## src/rtl/pong_pkg.sv

```systemverilog
// Shared types and constants for the pong ball/game-flow logic.
package pong_pkg;

    typedef enum logic [2:0] {
        IDLE      = 3'd0,
        SERVE     = 3'd1,
        PLAY      = 3'd2,
        SCORED    = 3'd3,
        GAME_OVER = 3'd4
    } game_state_t;

    localparam int EDGE_BOTTOM = 0;
    localparam int EDGE_RIGHT  = 1;
    localparam int EDGE_TOP    = 2;
    localparam int EDGE_LEFT   = 3;

    localparam int COL_RX = 0;
    localparam int COL_LX = 1;
    localparam int COL_RY = 2;
    localparam int COL_LY = 5;

    localparam int SCREEN_W = 640;
    localparam int SCREEN_H = 480;

endpackage

```

## src/rtl/pong_score_counter.sv

```systemverilog
// 4-bit score counter that saturates at MAX; clr has priority over inc.
module pong_score_counter #(
    parameter int MAX = 9
) (
    input  logic       clk,
    input  logic       rst_n,
    input  logic       inc_i,
    input  logic       clr_i,
    output logic [3:0] cnt_o,
    output logic       at_max_o
);

    logic [3:0] cnt_q;

    always_ff @(posedge clk or negedge rst_n) begin
        if (!rst_n) begin
            cnt_q <= 4'd0;
        end else if (clr_i) begin
            cnt_q <= 4'd0;
        end else if (inc_i && cnt_q != 4'(MAX)) begin
            cnt_q <= cnt_q + 4'd1;
        end
    end

    assign cnt_o    = cnt_q;
    assign at_max_o = (cnt_q == 4'(MAX));

endmodule

```

## src/rtl/ball_motion_ctrl.sv

```systemverilog
// Ball kinematics and game-flow FSM; all updates happen on frame_tick cycles,
// and its offsets/velocities feed back into the edge/collision detector.
module ball_motion_ctrl
    import pong_pkg::*;
#(
    parameter int SPEED_X     = 2,
    parameter int SPEED_Y     = 2,
    parameter int SERVE_DELAY = 60,
    parameter int WIN_SCORE   = 9
) (
    input  logic        clk,
    input  logic        rst_n,
    input  logic        frame_tick,
    input  logic        serve_btn,
    input  logic [3:0]  ball_detect_edge,
    input  logic [7:0]  collision_detect,
    output logic [31:0] ball_off_x,
    output logic [31:0] ball_off_y,
    output logic [31:0] ball_vel_x,
    output logic [31:0] ball_vel_y,
    output logic [3:0]  score_L,
    output logic [3:0]  score_R,
    output logic [2:0]  game_state,
    output logic        point_pulse
);

    localparam int CW = (SERVE_DELAY > 0) ? $clog2(SERVE_DELAY + 1) : 1;
    localparam logic signed [31:0] SX = 32'(SPEED_X);
    localparam logic signed [31:0] SY = 32'(SPEED_Y);

    game_state_t        state_q;
    logic [CW-1:0]      cnt_q;
    logic signed [31:0] off_x_q, off_y_q, vel_x_q, vel_y_q;
    logic signed [31:0] vel_x_d, vel_y_d;
    logic               serve_dir_q, vy_dir_q, point_q;
    logic               r_hit, l_hit, miss_l, miss_r;
    logic               l_at_max, r_at_max;
    logic               inc_l, inc_r, clr_scores;
    logic               unused_col;

    assign unused_col = ^{collision_detect[7:6], collision_detect[4:3]};

    // Paddle hits outrank walls; y bounce is resolved independently of x.
    always_comb begin
        r_hit   = collision_detect[COL_RX] & collision_detect[COL_RY] & (vel_x_q > 0);
        l_hit   = collision_detect[COL_LX] & collision_detect[COL_LY] & (vel_x_q < 0);
        miss_l  = !r_hit && !l_hit && !ball_detect_edge[EDGE_LEFT];
        miss_r  = !r_hit && !l_hit && ball_detect_edge[EDGE_LEFT] && !ball_detect_edge[EDGE_RIGHT];
        vel_x_d = vel_x_q;
        vel_y_d = vel_y_q;
        if (r_hit)      vel_x_d = -SX;
        else if (l_hit) vel_x_d = SX;
        if (!ball_detect_edge[EDGE_TOP] && ball_detect_edge[EDGE_BOTTOM] && vel_y_q < 0)
            vel_y_d = SY;
        else if (!ball_detect_edge[EDGE_BOTTOM] && ball_detect_edge[EDGE_TOP] && vel_y_q > 0)
            vel_y_d = -SY;
    end

    assign inc_r      = frame_tick && state_q == PLAY && miss_l;
    assign inc_l      = frame_tick && state_q == PLAY && miss_r;
    assign clr_scores = frame_tick && state_q == GAME_OVER && serve_btn;

    pong_score_counter #(.MAX(WIN_SCORE)) u_score_l (
        .clk(clk), .rst_n(rst_n), .inc_i(inc_l), .clr_i(clr_scores),
        .cnt_o(score_L), .at_max_o(l_at_max)
    );

    pong_score_counter #(.MAX(WIN_SCORE)) u_score_r (
        .clk(clk), .rst_n(rst_n), .inc_i(inc_r), .clr_i(clr_scores),
        .cnt_o(score_R), .at_max_o(r_at_max)
    );

    always_ff @(posedge clk or negedge rst_n) begin
        if (!rst_n) begin
            state_q     <= IDLE;
            cnt_q       <= '0;
            off_x_q     <= '0;
            off_y_q     <= '0;
            vel_x_q     <= '0;
            vel_y_q     <= '0;
            serve_dir_q <= 1'b1;
            vy_dir_q    <= 1'b1;
            point_q     <= 1'b0;
        end else begin
            point_q <= 1'b0;
            if (frame_tick) begin
                case (state_q)
                    IDLE: if (serve_btn) begin
                        state_q <= SERVE;
                        cnt_q   <= CW'(SERVE_DELAY);
                    end
                    SERVE: if (cnt_q == '0) begin
                        state_q  <= PLAY;
                        vel_x_q  <= serve_dir_q ? SX : -SX;
                        vel_y_q  <= vy_dir_q ? SY : -SY;
                        vy_dir_q <= ~vy_dir_q;
                    end else begin
                        cnt_q <= cnt_q - CW'(1);
                    end
                    PLAY: if (miss_l || miss_r) begin
                        state_q     <= SCORED;
                        serve_dir_q <= miss_r;
                        point_q     <= 1'b1;
                        off_x_q     <= '0;
                        off_y_q     <= '0;
                        vel_x_q     <= '0;
                        vel_y_q     <= '0;
                    end else begin
                        vel_x_q <= vel_x_d;
                        vel_y_q <= vel_y_d;
                        off_x_q <= off_x_q + vel_x_d;
                        off_y_q <= off_y_q + vel_y_d;
                    end
                    SCORED: if (l_at_max || r_at_max) begin
                        state_q <= GAME_OVER;
                    end else begin
                        state_q <= SERVE;
                        cnt_q   <= CW'(SERVE_DELAY);
                    end
                    GAME_OVER: if (serve_btn) begin
                        state_q     <= SERVE;
                        cnt_q       <= CW'(SERVE_DELAY);
                        serve_dir_q <= 1'b1;
                    end
                    default: state_q <= IDLE;
                endcase
            end
        end
    end

    assign ball_off_x  = off_x_q;
    assign ball_off_y  = off_y_q;
    assign ball_vel_x  = vel_x_q;
    assign ball_vel_y  = vel_y_q;
    assign game_state  = state_q;
    assign point_pulse = point_q;

endmodule

```

## config.mk

```make
export PLATFORM = sky130hd
export DESIGN_NAME = ball_motion_ctrl
export DESIGN_NICKNAME = d
export VERILOG_FILES = /design/src/rtl/pong_pkg.sv /design/src/rtl/pong_score_counter.sv /design/src/rtl/ball_motion_ctrl.sv
export SDC_FILE = /design/constraint.sdc
export NUM_CORES = 1
export LEC_CHECK = 0
export CAP_MARGIN = 0
export CELL_PAD_IN_SITES_DETAIL_PLACEMENT = 2
export CELL_PAD_IN_SITES_GLOBAL_PLACEMENT = 2
export CORE_AREA = 2 2 179 181
export DETAILED_ROUTE_END_ITERATION = 12
export DIE_AREA = 0 0 181 183
export PLACE_DENSITY = 0.87
export SYNTH_ARGS = -nofsm -noshare
export SYNTH_HDL_FRONTEND = slang
export SYNTH_SLANG_ARGS = --single-unit
export TNS_END_PERCENT = 10
```

## constraint.sdc

```tcl
create_clock -name clk -period 8.6 [get_ports clk]
set_input_delay 2.15 -clock clk [delete_from_list [all_inputs] [get_ports clk]]
set_output_delay 2.15 -clock clk [all_outputs]
set_load 0.01 [all_outputs]
```

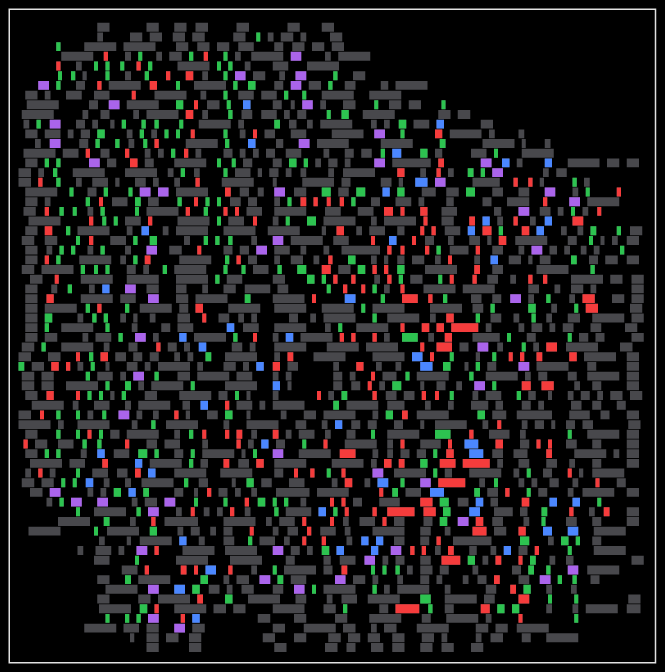
Run 1: selected gate families
| color | family | cells | most used |
|---|---|---|---|
| blue | AND and OR gates | 53 | or3_1 |
| red | NOR gates | 219 | nor2_1 |
| purple | XOR/XNOR gates | 56 | xnor2_1 |
| green | NAND gates | 281 | nand2_1 |
highest-count logic cell in the final layout: nand2_1
post-route insts no fill: 1887
fraction of area in multi-input gates: 51.2%

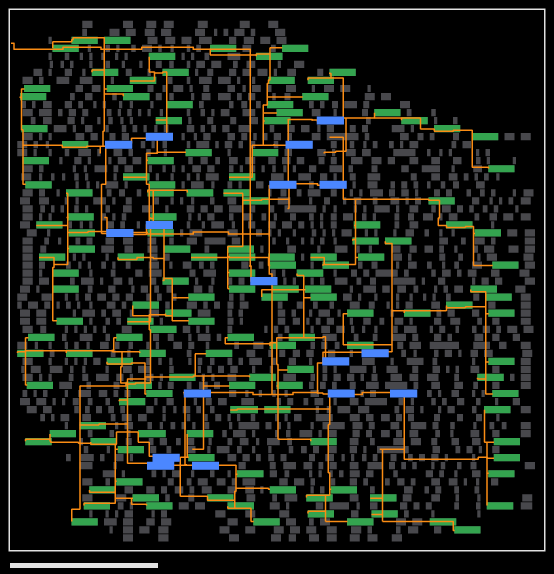
Run 1: clock wires, drivers and flops
The bar under the picture is 50 microns long.
[orange] clock wires | length: 2660 microns
[green] flip-flops | count: 148
[blue] cells driving clock nets | count: 17
routed clock nets: 18

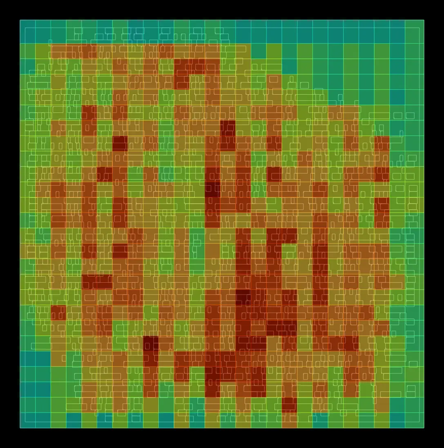
Run 1: routing congestion map
GR peak layer: met2
GRT met3 Usage: 4.65%
M1 GR Usage: 32.8%
Overall Global Routing Usage: 27.1%

==> results.yml, run 1 <==
# synthesis and place-and-route metrics
final_timing:
  finalSetupTns_ns: 0
  setup_viol: 0
  whs_ns: 0.499
  tightestPinTransition_ns: 1.00
  setup_slack_ns: 2.04
  relSlewSlack_pct: 32.9
layout:
  nClkBuffers: 20
  flop_area_sq_um: 3710
  largest_class: "combinational gates"
  syn2layout_area_growth_pct: 20.8
cts:
  clock_sinks: 148
  hold_buffers: 0
  cts-root-buf: "clkbuf_16"
  clock_latency_ns: 0.44
  cts_max_path_buffers: 2
  cts_buffers: 17
grt:
  grt_util_met2_pct: 48.1
floorplan:
  taps: 402
  fp_util_pct: 35.6
logic_synthesis:
  yosys_warnings: 0
  ys_sh_mux_pct: 0.540
  yosysTopAreaCell: "dfrtp_1"
  yosysSeqAreaShare_pct: 33.3
  topCombFamilyByArea: "AND-OR/OR-AND gates"
worst_setup_path:
  rr_startpoint: "ball_vel_x[1]$_DFFE_PN0P_"
  ff2ff_setup_slack_ns: 2.99
  start_kind: "input pin"
  crit_cells: 18
  path_buffers: 2
  setup.worst_path.end_class: "register"
  cp_cell_sequence: "clkdlybuf4s50_1 -> nor3b_4 -> buf_4 -> o21ai_4 -> and3_1 -> ha_1 -> fa_1 -> nand3_1 -> nand2_1 -> a31oi_1 -> a21oi_1 -> a21oi_1 -> nor4b_2 -> nor2_4 -> o31ai_4 -> a2111oi_2 -> o41ai_1 -> a21bo_1"
flow_run:
  max_cap_violations: 0
drt:
  drt-total-wl_mm: 44.2
  top_layer: "met4"
  dr_wl_met3_mm: 1.82
  wl_met1_mm: 18.7
run_status:
  status: "completed"
power:
  power.density_nw_per_um2: 446
  clk-power_uw: 813
  leakage_nw: 5.62
hold_path:
  whs_endpoint: "vy_dir_q$_DFFE_PN1P_"
Run 1, sequential cells colored by netlist name:
The bar under the picture is 50 microns long. Other sequential cells in the stronger gray, the rest of the logic in the fainter gray.
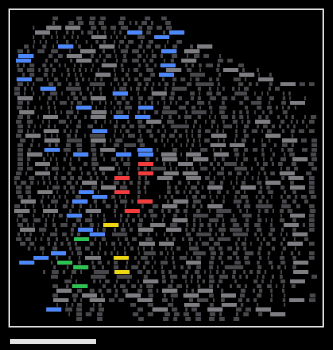

==> run 2, diff against run 1 <==
--- a/config.mk
+++ b/config.mk
@@ -8,10 +8,10 @@
 export CAP_MARGIN = 0
 export CELL_PAD_IN_SITES_DETAIL_PLACEMENT = 2
 export CELL_PAD_IN_SITES_GLOBAL_PLACEMENT = 2
-export CORE_AREA = 2 2 179 181
+export CORE_AREA = 2 2 187 189
 export DETAILED_ROUTE_END_ITERATION = 12
-export DIE_AREA = 0 0 181 183
-export PLACE_DENSITY = 0.87
+export DIE_AREA = 0 0 189 191
+export PLACE_DENSITY = 0.81
 export SYNTH_ARGS = -nofsm -noshare
 export SYNTH_HDL_FRONTEND = slang
 export SYNTH_SLANG_ARGS = --single-unit
==> constraint.sdc (replaced) <==
create_clock -name clk -period 6.6 [get_ports clk]
set_input_delay 1.65 -clock clk [delete_from_list [all_inputs] [get_ports clk]]
set_output_delay 1.65 -clock clk [all_outputs]
set_load 0.01 [all_outputs]
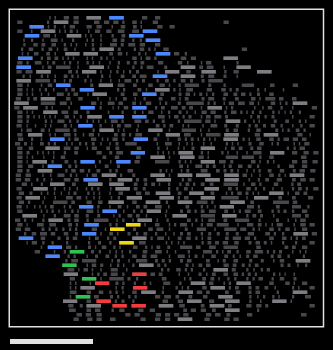
Run 2: sequential cells colored by netlist name
The bar under the picture is 50 microns long. Other sequential cells in the stronger gray, the rest of the logic in the fainter gray.
| color | name in the netlist | sequential cells |
|---|---|---|
| red | cnt_q | 6 |
| blue | ball_off_x | 32 |
| green | u_score_r.cnt_o | 4 |
| yellow | game_state | 3 |

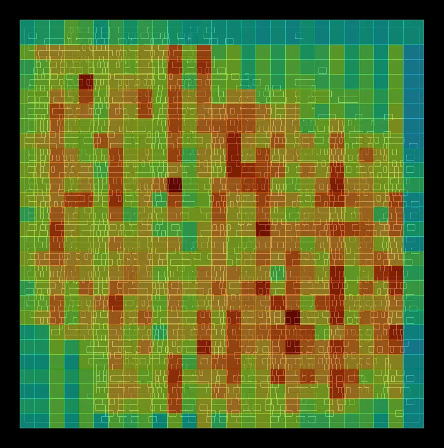
Run 2: routing congestion map
M2 GR Usage: 42.1%
GRT met3 Usage: 4.35%
wire per inst: 21.6 microns

==> run 2 against run 1 <==
Against the previous run: combinational power up 28%; die size up 9.0%; via count shrank 2.1%; sequential power grew about 30%; synthesized area stayed put; design area grew 1.0%; clock-buffer cell count down 1; worst hold slack got worse by 0.011 ns; core utilization is 3.2 points lower; cell count is 3.3% higher; register-to-register slack got worse by 2.0 ns; clock skew decreased by 0.0021 ns.
==> results.yml, run 2 <==
# synthesis and place-and-route metrics
run_status:
  status: "completed"
place:
  port-buffer-count: 151
  place_area_sq_um: 13000
final_timing:
  whs_ns: 0.488
  rsz0062_at_grt: "no"
  relSlewSlack_pct: 40.7
  setup_viol: 0
  tightestPinTransition_ns: 0.890
  finalMaxSlewViolations: 0
  hold_viol: 0
  setup_slack_ns: 0.846
  finalSetupTns_ns: 0
logic_synthesis:
  synth_area_sq_um: 11100
  yosysTopAreaCell: "dfrtp_1"
  ys_sh_mux_pct: 0.540
  synth_stat.cells: 1384
  edf_count: 0
  top_cell: "nand2_1"
  top_cells_by_area: "dfrtp_1 (33%), nand2_1 (7.2%), ha_1 (6.2%), a21oi_1 (5.5%), o21ai_0 (5.3%)"
  synth_flops: 148
  synthAoiAreaFrac_pct: 25.5
  simple_gate_area_share_pct: 24.6
  yosysSeqAreaShare_pct: 33.3
  topCombFamilyByArea: "AND-OR/OR-AND gates"
  yosys_warnings: 0
cts:
  clock_latency_ns: 0.46
  hold_buffers: 0
  ctsResizeCount: 0
  clock_sinks: 148
  cts_tree: "done"
  cts_max_path_buffers: 2
  cts_buffers: 17
  cts-root-buf: "clkbuf_16"
layout:
  diodes: 0
  comb_share_pct: 50.7
  inverters_excl_clock: 32
  nClkBuffers: 19
  flops: 148
  bufAreaShareNonClock_pct: 12.5
  fin_util_pct: 39.8
  layout_top_cell: "nand2_1"
  largest_class: "combinational gates"
  buffers: 175
  logic_gates: 1108
  syn2layout_area_growth_pct: 22.0
  seq_area_share_pct: 27.3
  flop_area_sq_um: 3710
  post_layout_nonfiller_instances: 1950
grt:
  grt-busiest-layer: "met2"
  groute.layer.met1.usage_pct: 29.3
  groute.usage.overall_pct: 23.8
  antenna_found_initial: 1
drt:
  first_pass_iters: 4
  wl_met1_mm: 18.5
  dr_total_vias: 11038
  via_per_inst: 5.66
  dr_wl_met3_mm: 1.69
  top_layer: "met4"
  drt-total-wl_mm: 42.2
worst_setup_path:
  crit_cells: 18
  path_buffers: 2
  ff2ff_setup_slack_ns: 0.95
  rr_startpoint: "ball_vel_x[7]$_DFFE_PN0P_"
  setup.worst_path.end_class: "register"
  cp_cell_sequence: "clkdlybuf4s50_1 -> nand2_1 -> nor2_1 -> o21ai_2 -> buf_4 -> nand2_1 -> ha_1 -> nand3_1 -> a21boi_0 -> o31a_1 -> a211oi_1 -> o31ai_1 -> a41oi_1 -> a21oi_1 -> o221ai_1 -> xnor2_1 -> a21oi_1 -> o22ai_1"
  crit_path_max_incr_delay_ns: 0.58
  crit_fanout: 20
  start_kind: "input pin"
  cp.arrival_ns: 6.08
  critPathCapture: "ball_off_x[31]$_DFFE_PN0P_"
power:
  leakage_nw: 5.64
  peakVddDrop_mv: 0.251
  power.density_nw_per_um2: 568
  internal_power_mw: 3.98
floorplan:
  taps: 455
  pin_count: 156
  fp_util_pct: 32.6
hold_path:
  hp-class: "register to register"
  whs_endpoint: "vy_dir_q$_DFFE_PN1P_"
flow_run:
  warnings: 36
  max_cap_violations: 0
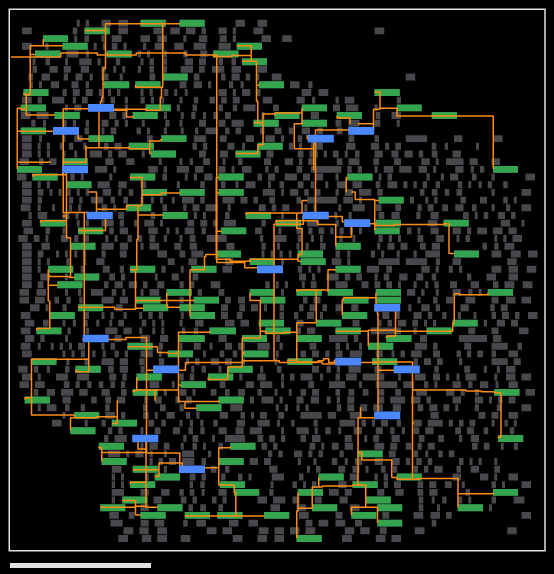
Run 2: clock wires, drivers and flops
The bar under the picture is 50 microns long.
[green] flip-flops | count: 148
[orange] clock wires | length: 2680 microns
[blue] cells driving clock nets | count: 17
routed clock nets: 18
Clk pwr share: 13.7%
skew final: 0.0165 ns
Clock group: 1.06 mW

No activity file was given, so power comes from the tool's default toggle rates.
